<file path="src/rtl/channel_deserializer_16_pkg.sv">
// Shared definitions for the channel deserializer and the convolution engines:
// lane count, the FP32 word type and the counter width helpers.
package channel_deserializer_16_pkg;

    localparam int MAX_LANES = 16;

    typedef logic [31:0] fp32_t;

    // Smallest width able to index n values; never less than one bit.
    function automatic int clog2_min1(input int n);
        int w;
        w = 32'sd1;
        while ((32'sd1 << w) < n) begin
            w = w + 32'sd1;
        end
        return w;
    endfunction

    function automatic int ch_cnt_w(input int channel);
        return clog2_min1(channel);
    endfunction

    function automatic int pix_cnt_w(input int img_width, input int img_height);
        return clog2_min1(img_width * img_height);
    endfunction

endpackage

</file>
<file path="src/rtl/channel_deserializer_16_if.sv">
// Channel-interleaved input stream: one channel word per valid cycle,
// with an optional sync marker on channel-0 words.
interface channel_deserializer_16_if
    import channel_deserializer_16_pkg::*;
#(
    parameter int DATA_WIDTH = $bits(fp32_t)
);
    logic                  in_valid;
    logic [DATA_WIDTH-1:0] in_data;
    logic                  in_first;

    modport master (
        output in_valid,
        output in_data,
        output in_first
    );

    modport slave (
        input in_valid,
        input in_data,
        input in_first
    );

endinterface

</file>
<file path="src/rtl/channel_deserializer_16_frame_pixel_counter.sv">
// Pixel position within a frame; raises done alongside the strobe of the
// final pixel and wraps so consecutive frames need no idle gap.
module channel_deserializer_16_frame_pixel_counter
    import channel_deserializer_16_pkg::*;
#(
    parameter int IMG_WIDTH  = 56,
    parameter int IMG_HEIGHT = 56
) (
    input  logic clk,
    input  logic resetn,
    input  logic clear,
    input  logic strobe,
    output logic done
);

    localparam int PIX_CNT_W = pix_cnt_w(IMG_WIDTH, IMG_HEIGHT);
    localparam logic [PIX_CNT_W-1:0] LAST_PIX = PIX_CNT_W'(IMG_WIDTH * IMG_HEIGHT - 32'sd1);
    localparam logic [PIX_CNT_W-1:0] PIX_ONE  = PIX_CNT_W'(1'b1);

    logic [PIX_CNT_W-1:0] pix_cnt_d;
    logic [PIX_CNT_W-1:0] pix_cnt_q;
    logic                 done_d;
    logic                 done_q;

    // Next pixel position and done flag
    always_comb begin
        pix_cnt_d = pix_cnt_q;
        done_d    = 1'b0;
        if (clear) begin
            pix_cnt_d = '0;
        end else if (strobe) begin
            done_d    = (pix_cnt_q == LAST_PIX);
            pix_cnt_d = (pix_cnt_q == LAST_PIX) ? '0 : (pix_cnt_q + PIX_ONE);
        end else begin
            pix_cnt_d = pix_cnt_q;
        end
    end

    // Counter and done registers
    always_ff @(posedge clk or negedge resetn) begin
        if (!resetn) begin
            pix_cnt_q <= '0;
            done_q    <= 1'b0;
        end else begin
            pix_cnt_q <= pix_cnt_d;
            done_q    <= done_d;
        end
    end

    assign done = done_q;

endmodule

</file>
<file path="src/rtl/channel_deserializer_16.sv">
// Gathers CHANNEL interleaved words per pixel into a shadow bank and presents
// them as 16 parallel lanes with a one-cycle data_valid_out strobe.
module channel_deserializer_16
    import channel_deserializer_16_pkg::*;
#(
    parameter int DATA_WIDTH = 32,
    parameter int IMG_WIDTH  = 56,
    parameter int IMG_HEIGHT = 56,
    parameter int CHANNEL    = 16
) (
    input  logic                  clk,
    input  logic                  resetn,
    input  logic                  clear,
    channel_deserializer_16_if.slave in_if,
    output logic [DATA_WIDTH-1:0] data_out_0,
    output logic [DATA_WIDTH-1:0] data_out_1,
    output logic [DATA_WIDTH-1:0] data_out_2,
    output logic [DATA_WIDTH-1:0] data_out_3,
    output logic [DATA_WIDTH-1:0] data_out_4,
    output logic [DATA_WIDTH-1:0] data_out_5,
    output logic [DATA_WIDTH-1:0] data_out_6,
    output logic [DATA_WIDTH-1:0] data_out_7,
    output logic [DATA_WIDTH-1:0] data_out_8,
    output logic [DATA_WIDTH-1:0] data_out_9,
    output logic [DATA_WIDTH-1:0] data_out_10,
    output logic [DATA_WIDTH-1:0] data_out_11,
    output logic [DATA_WIDTH-1:0] data_out_12,
    output logic [DATA_WIDTH-1:0] data_out_13,
    output logic [DATA_WIDTH-1:0] data_out_14,
    output logic [DATA_WIDTH-1:0] data_out_15,
    output logic                  data_valid_out,
    output logic                  done,
    output logic                  busy,
    output logic                  sync_err
);

    localparam int CH_CNT_W = ch_cnt_w(CHANNEL);
    localparam logic [CH_CNT_W-1:0] LAST_CH = CH_CNT_W'(CHANNEL - 32'sd1);
    localparam logic [CH_CNT_W-1:0] CH_ONE  = CH_CNT_W'(1'b1);

    logic [CH_CNT_W-1:0]   ch_cnt_d;
    logic [CH_CNT_W-1:0]   ch_cnt_q;
    logic [DATA_WIDTH-1:0] shadow_d [CHANNEL];
    logic [DATA_WIDTH-1:0] shadow_q [CHANNEL];
    logic [DATA_WIDTH-1:0] lane_d   [MAX_LANES];
    logic [DATA_WIDTH-1:0] lane_q   [MAX_LANES];
    logic                  pending_d;
    logic                  pending_q;
    logic                  valid_d;
    logic                  valid_q;
    logic                  busy_d;
    logic                  busy_q;
    logic                  sync_err_d;
    logic                  sync_err_q;
    logic                  accept;
    logic                  resync;
    logic                  complete;
    logic                  strobe;

    // Word acceptance, resync on a misplaced marker, and channel counter
    always_comb begin
        accept   = in_if.in_valid & ~clear;
        resync   = accept & in_if.in_first & (ch_cnt_q != '0);
        complete = accept & ~resync & (ch_cnt_q == LAST_CH);
        strobe   = pending_q & ~clear;
        ch_cnt_d = ch_cnt_q;
        if (clear) begin
            ch_cnt_d = '0;
        end else if (resync) begin
            ch_cnt_d = CH_ONE;
        end else if (complete) begin
            ch_cnt_d = '0;
        end else if (accept) begin
            ch_cnt_d = ch_cnt_q + CH_ONE;
        end else begin
            ch_cnt_d = ch_cnt_q;
        end
    end

    // Shadow writes, lane loading, and status flags
    always_comb begin
        for (int i = 0; i < CHANNEL; i++) begin
            if (resync) begin
                shadow_d[i] = (i == 32'sd0) ? in_if.in_data : shadow_q[i];
            end else if (accept && (ch_cnt_q == CH_CNT_W'(i))) begin
                shadow_d[i] = in_if.in_data;
            end else begin
                shadow_d[i] = shadow_q[i];
            end
        end
        // Lanes beyond CHANNEL load zero, so they stay zero for good.
        for (int i = 0; i < MAX_LANES; i++) begin
            lane_d[i] = strobe ? '0 : lane_q[i];
        end
        for (int i = 0; i < CHANNEL; i++) begin
            if (strobe) begin
                lane_d[i] = shadow_q[i];
            end else begin
                lane_d[i] = lane_q[i];
            end
        end
        pending_d  = complete;
        valid_d    = strobe;
        busy_d     = (ch_cnt_d != '0);
        sync_err_d = sync_err_q;
        if (clear) begin
            sync_err_d = 1'b0;
        end else if (resync) begin
            sync_err_d = 1'b1;
        end else begin
            sync_err_d = sync_err_q;
        end
    end

    // State and output registers
    always_ff @(posedge clk or negedge resetn) begin
        if (!resetn) begin
            ch_cnt_q   <= '0;
            pending_q  <= 1'b0;
            valid_q    <= 1'b0;
            busy_q     <= 1'b0;
            sync_err_q <= 1'b0;
            for (int i = 0; i < CHANNEL; i++) begin
                shadow_q[i] <= '0;
            end
            for (int i = 0; i < MAX_LANES; i++) begin
                lane_q[i] <= '0;
            end
        end else begin
            ch_cnt_q   <= ch_cnt_d;
            pending_q  <= pending_d;
            valid_q    <= valid_d;
            busy_q     <= busy_d;
            sync_err_q <= sync_err_d;
            for (int i = 0; i < CHANNEL; i++) begin
                shadow_q[i] <= shadow_d[i];
            end
            for (int i = 0; i < MAX_LANES; i++) begin
                lane_q[i] <= lane_d[i];
            end
        end
    end

    channel_deserializer_16_frame_pixel_counter #(
        .IMG_WIDTH  (IMG_WIDTH),
        .IMG_HEIGHT (IMG_HEIGHT)
    ) u_frame_pixel_counter (
        .clk    (clk),
        .resetn (resetn),
        .clear  (clear),
        .strobe (strobe),
        .done   (done)
    );

    assign data_out_0     = lane_q[0];
    assign data_out_1     = lane_q[1];
    assign data_out_2     = lane_q[2];
    assign data_out_3     = lane_q[3];
    assign data_out_4     = lane_q[4];
    assign data_out_5     = lane_q[5];
    assign data_out_6     = lane_q[6];
    assign data_out_7     = lane_q[7];
    assign data_out_8     = lane_q[8];
    assign data_out_9     = lane_q[9];
    assign data_out_10    = lane_q[10];
    assign data_out_11    = lane_q[11];
    assign data_out_12    = lane_q[12];
    assign data_out_13    = lane_q[13];
    assign data_out_14    = lane_q[14];
    assign data_out_15    = lane_q[15];
    assign data_valid_out = valid_q;
    assign busy           = busy_q;
    assign sync_err       = sync_err_q;

endmodule

</file>
<file path="src/flat_wrapper.sv">
// flat-port wrapper written by rule: the top's interface ports become plain ports
module channel_deserializer_16_flat import channel_deserializer_16_pkg::*;
#(
    parameter int DATA_WIDTH = 32,
    parameter int IMG_WIDTH  = 56,
    parameter int IMG_HEIGHT = 56,
    parameter int CHANNEL    = 16
)
  (clk, resetn, clear, data_out_0, data_out_1, data_out_2, data_out_3, data_out_4, data_out_5, data_out_6, data_out_7, data_out_8, data_out_9, data_out_10, data_out_11, data_out_12, data_out_13, data_out_14, data_out_15, data_valid_out, done, busy, sync_err, in_if_in_valid, in_if_in_data, in_if_in_first);
  channel_deserializer_16_if #(.DATA_WIDTH(DATA_WIDTH)) in_if_i ();
  input  logic clk;
  input  logic resetn;
  input  logic clear;
  output logic [DATA_WIDTH-1:0] data_out_0;
  output logic [DATA_WIDTH-1:0] data_out_1;
  output logic [DATA_WIDTH-1:0] data_out_2;
  output logic [DATA_WIDTH-1:0] data_out_3;
  output logic [DATA_WIDTH-1:0] data_out_4;
  output logic [DATA_WIDTH-1:0] data_out_5;
  output logic [DATA_WIDTH-1:0] data_out_6;
  output logic [DATA_WIDTH-1:0] data_out_7;
  output logic [DATA_WIDTH-1:0] data_out_8;
  output logic [DATA_WIDTH-1:0] data_out_9;
  output logic [DATA_WIDTH-1:0] data_out_10;
  output logic [DATA_WIDTH-1:0] data_out_11;
  output logic [DATA_WIDTH-1:0] data_out_12;
  output logic [DATA_WIDTH-1:0] data_out_13;
  output logic [DATA_WIDTH-1:0] data_out_14;
  output logic [DATA_WIDTH-1:0] data_out_15;
  output logic data_valid_out;
  output logic done;
  output logic busy;
  output logic sync_err;
  input wire logic [$bits(in_if_i.in_valid)-1:0] in_if_in_valid;
  input wire logic [$bits(in_if_i.in_data)-1:0] in_if_in_data;
  input wire logic [$bits(in_if_i.in_first)-1:0] in_if_in_first;
  assign in_if_i.in_valid = in_if_in_valid;
  assign in_if_i.in_data = in_if_in_data;
  assign in_if_i.in_first = in_if_in_first;
  channel_deserializer_16 #(.DATA_WIDTH(DATA_WIDTH), .IMG_WIDTH(IMG_WIDTH), .IMG_HEIGHT(IMG_HEIGHT), .CHANNEL(CHANNEL)) u_core (.clk(clk), .resetn(resetn), .clear(clear), .in_if(in_if_i), .data_out_0(data_out_0), .data_out_1(data_out_1), .data_out_2(data_out_2), .data_out_3(data_out_3), .data_out_4(data_out_4), .data_out_5(data_out_5), .data_out_6(data_out_6), .data_out_7(data_out_7), .data_out_8(data_out_8), .data_out_9(data_out_9), .data_out_10(data_out_10), .data_out_11(data_out_11), .data_out_12(data_out_12), .data_out_13(data_out_13), .data_out_14(data_out_14), .data_out_15(data_out_15), .data_valid_out(data_valid_out), .done(done), .busy(busy), .sync_err(sync_err));
endmodule
</file>
<file path="config.mk">
export PLATFORM = sky130hd
export DESIGN_NAME = channel_deserializer_16_flat
export DESIGN_NICKNAME = d
export VERILOG_FILES = /design/src/rtl/channel_deserializer_16_pkg.sv /design/src/rtl/channel_deserializer_16_if.sv /design/src/rtl/channel_deserializer_16_frame_pixel_counter.sv /design/src/rtl/channel_deserializer_16.sv /design/src/flat_wrapper.sv
export SDC_FILE = /design/constraint.sdc
export NUM_CORES = 2
export LEC_CHECK = 0
export CAP_MARGIN = 10
export CORE_UTILIZATION = 30
export DETAILED_ROUTE_END_ITERATION = 12
export GPL_TIMING_DRIVEN = 0
export PLACE_DENSITY = 0.58
export RECOVER_POWER = 100
export SYNTH_ARGS = -nofsm -noshare
export SYNTH_HDL_FRONTEND = slang
export SYNTH_SLANG_ARGS = --single-unit
</file>
<file path="constraint.sdc">
create_clock -name clk -period 3.3 [get_ports clk]
set_clock_uncertainty 0.1 [all_clocks]
set_input_delay 0.66 -clock clk [delete_from_list [all_inputs] [get_ports clk]]
set_output_delay 0.66 -clock clk [all_outputs]
set_load 0.05 [all_outputs]
</file>
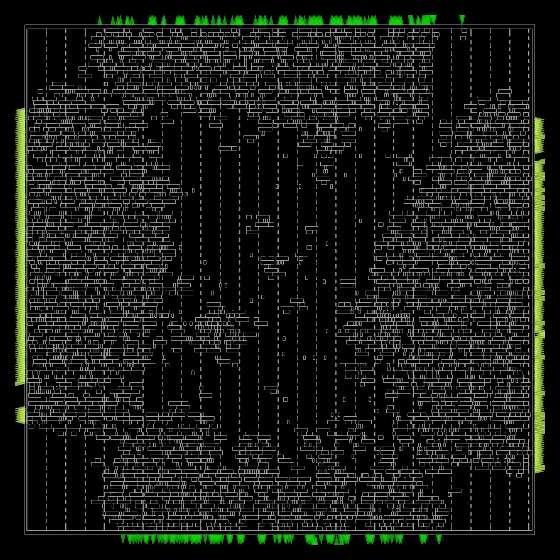
(placement view)
fin util: 39.4%
core area: 0.130 mm2
sequential cells: 1045
Rows: 132
fin cells: 5939

==> impl_metrics.csv <==
group,metric,value,unit
layout,syn_to_final_growth,29.8,%
logic_synthesis,ys_cells,3415,
logic_synthesis,yosysWarningCount,0,
route,post_drt_wl_per_cell,21.7,um
clocking,htree_levels,3,
run_status,violations,"capacitance limit, slew limit",
logic_synthesis,simple_gate_share,15.6,%
route,drc,0,
pwr,total_power,27700,uW
layout,top_register,"u_core.shadow_q",
global_routing,grt_pass1_vias,27000,
global_routing,grt_pass1_wl,186000,um
layout,fillers,12600,
placement,dp_hpwl,91100,um
logic_synthesis,mux_area_share,14.7,%
pwr,ir_drop,0.000423,V
logic_synthesis,ys_sh_xor,0.0222,%
logic_synthesis,flop_cell,"dfrtp_1",
logic_synthesis,ys_seq_share,66.4,%
critical_path,crit_path_max_fanout,10,
final_timing,slew_headroom,-12.0,%
placement,gp_congestion,0.822,
critical_path,cp.arrival,3.64,ns
global_routing,antenna_found_initial,23,
global_routing,grt_max_degree,178,
clocking,cts_buffers,115,
layout,drive_gt1_share,18.1,%
die,die_h,364,um
route,vias_per_cell,4.50,
global_routing,gr-total-overflow,0,
die,chip_area,0.133,mm2
run_status,outcome,"finished, violations left",
global_routing,grt_use_total,19.3,%
clocking,clkTransAtPathRegs,0.06,ns
final_timing,slew_viol_final,219,
layout,largest_reg_flops,512,
logic_synthesis,most_common_cell,"nand2_1",
critical_path,cp-end-kind,"register",
clocking,cts_buffer_depth,3,
final_timing,fmax,0.321,GHz
logic_synthesis,ys_area,0.0394,mm2
route,first_pass_iters,5,
logic_synthesis,synth.avg_cell_area,11.5,um2
clocking,cts_root_buf,"clkbuf_16",
final_timing,hold_viol_final,0,
clocking,clock_sinks,1045,
final_timing,setup_viol,0,
pwr,p_per_area,542,mW/mm2
placement,port_buffers,552,
hold_path,worstHoldPathType,"register to register",
logic_synthesis,synth_area_leader_cell,"dfrtp_1",
route,drt_iter0_markers,1752,
logic_synthesis,top_logic_kind,"simple AND/OR/NAND/NOR gates",
placement,placed_cells,5718,
final_timing,finalClockPeriodUsage,94.5,%
logic_synthesis,fa_ha_area_share,0.159,%
logic_synthesis,common_cells,"nand2_1, dfrtp_1, mux2_2, clkbuf_1, buf_6",
logic_synthesis,top_cell_area_share,66.4,%
route,ant_nets,0,
final_timing,worst_pin_slew,1.68,ns
job,drv_cap,1,
logic_synthesis,synth_cells,3415,
die,fp.dieW,364,um
die,fp_util,30.3,%
critical_path,critPathLaunchType,"register",
logic_synthesis,netlist_area,0.0394,mm2
logic_synthesis,synth_cell_types,44,
die,io_pins,553,
logic_synthesis,synthAoiAreaFrac,0.581,%
logic_synthesis,area_leaders,"dfrtp_1, nand2_1, mux2_2",
clocking,cts_tree,"done",
route,vias,26800,
critical_path,cp.required,3.82,ns
critical_path,crit_type,"register to register",
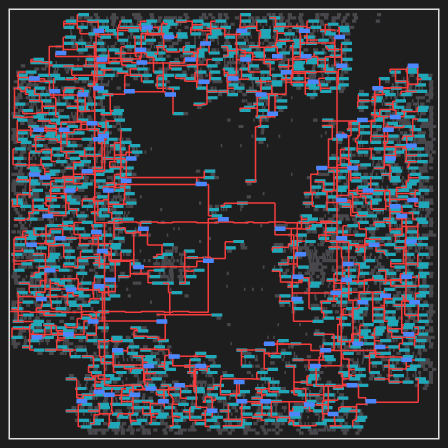
(clock distribution)
[red] clock wires | length: 14100 um
[blue] clock drivers | count: 115
[cyan] flip-flops | count: 1045
routed clock nets: 116
flops lie: widely spread

[critical path, cell delays in order, from the launching register on]
cell and delay [ns]:
dfrtp_1 0.43, inv_1 0.15, ha_1 0.23, or3b_1 0.35, buf_2 0.19, a211oi_4 0.32, nand2_1 0.39, clkbuf_2 0.43
mux2_2 0.36
[report_power, final]
group	leakage [uW]	switching (uW)	internal, uW	total [uW]
combinational	0.0117	629	411	1040
clock	0.00191	5450	7760	13200
sequential	0.0144	218	13200	13500
total	0.0280	6300	21400	27700
[cell families (layout without fill, tap and decap cells)]
| kind of cell | count (synthesis) | in the layout |
|---|---|---|
| simple gates | 1610 | 1610 |
| xor+xnor | 1 | 1 |
| compound gates | 28 | 28 |
| fa+ha+maj | 5 | 5 |
| buf+inv | 212 | 988 |
| other cells | 0 | 6 |
| mux | 514 | 514 |
| flops | 1045 | 1045 |
[layout make-up]
class | instances | area [um2] | share of cell area, %
clock buffers | 172 | 3360 | 6.58
well taps | 1742 | 2180 | 4.26
flip-flops and latches | 1045 | 26200 | 51.1
inverters | 10 | 37.5 | 0.0734
plain buffers | 201 | 838 | 1.64
diodes | 6 | 15.0 | 0.0294
repair buffers | 566 | 5770 | 11.3
multi-input cells | 2158 | 12200 | 23.9
clock inverters | 39 | 541 | 1.06
[path summary, 6_finish.rpt]
check / start / end / slack, ns / cells after the start
max in group asynchronous: resetn / u_core.shadow_q[49] / 0.32 / 5
worst min register to register: u_core.shadow_q[503] / u_core.data_out_0[23] / 0.33 / 2
worst min-delay path: u_core.shadow_q[503] / u_core.data_out_0[23] / 0.33 / 2
worst max-delay path: u_core.ch_cnt_q[0] / u_core.shadow_q[208] / 0.18 / 8
min in group asynchronous: resetn / u_core.data_out_1[15] / 0.42 / 2
worst max register to register: u_core.ch_cnt_q[0] / u_core.shadow_q[208] / 0.18 / 8
[through the flow]
| stage | setup WS, ns | TNS [ns] | hold slack [ns] | instance area [um2] | util, % |
|---|---|---|---|---|---|
| 2_1_floorplan | 0.943 | 0 | 0.264 | 39400 | - |
| 3_3_place_gp | -47.12 | - | 0.341 | 47100 | 36.3 |
| 3_5_place_dp | -1.02 | -303.92 | 0.344 | 47300 | 36.5 |
| 4_1_cts | 0.0500 | 0 | 0.341 | 51200 | 39.5 |
| 5_1_grt | -0.000297 | -0.000297 | 0.356 | 51100 | 39.4 |
| 6_report | 0.180 | 0 | 0.327 | 51100 | 39.4 |
[repair_timing]
item | CTS | global route
setup buffers | 0 | 3
gates resized | 0 | 11
endpoints found under the hold margin | 118 | 0
hold buffers | 1 | 0
pin swaps | 0 | 2
endpoints found under the setup margin | 50 | 210
cloned | 0 | 1
[cells in the final DEF, fill, tap and decap left out, types with 10 or more instances in the layout]
cell type and count:
nand2_1 1557, mux2_2 511, nor2_1 10, clkbuf_2 40, clkdlybuf4s50_1 34, nand3_1 10
clkbuf_16 116, clkbuf_8 25, clkinv_2 16, clkbuf_1 178, dfrtp_1 1045, dlygate4sd3_1 518
[per-layer routing]
layer  vias up  global-route usage [%]  wire [um]
li1      12300                       -          -
met1     13600                    25.5      57300
met2       724                    30.7      58900
met3       149                    6.08      10000
met4         2                    4.82       2510
met5         -                       0         19
Power and IR drop assume default switching activity.
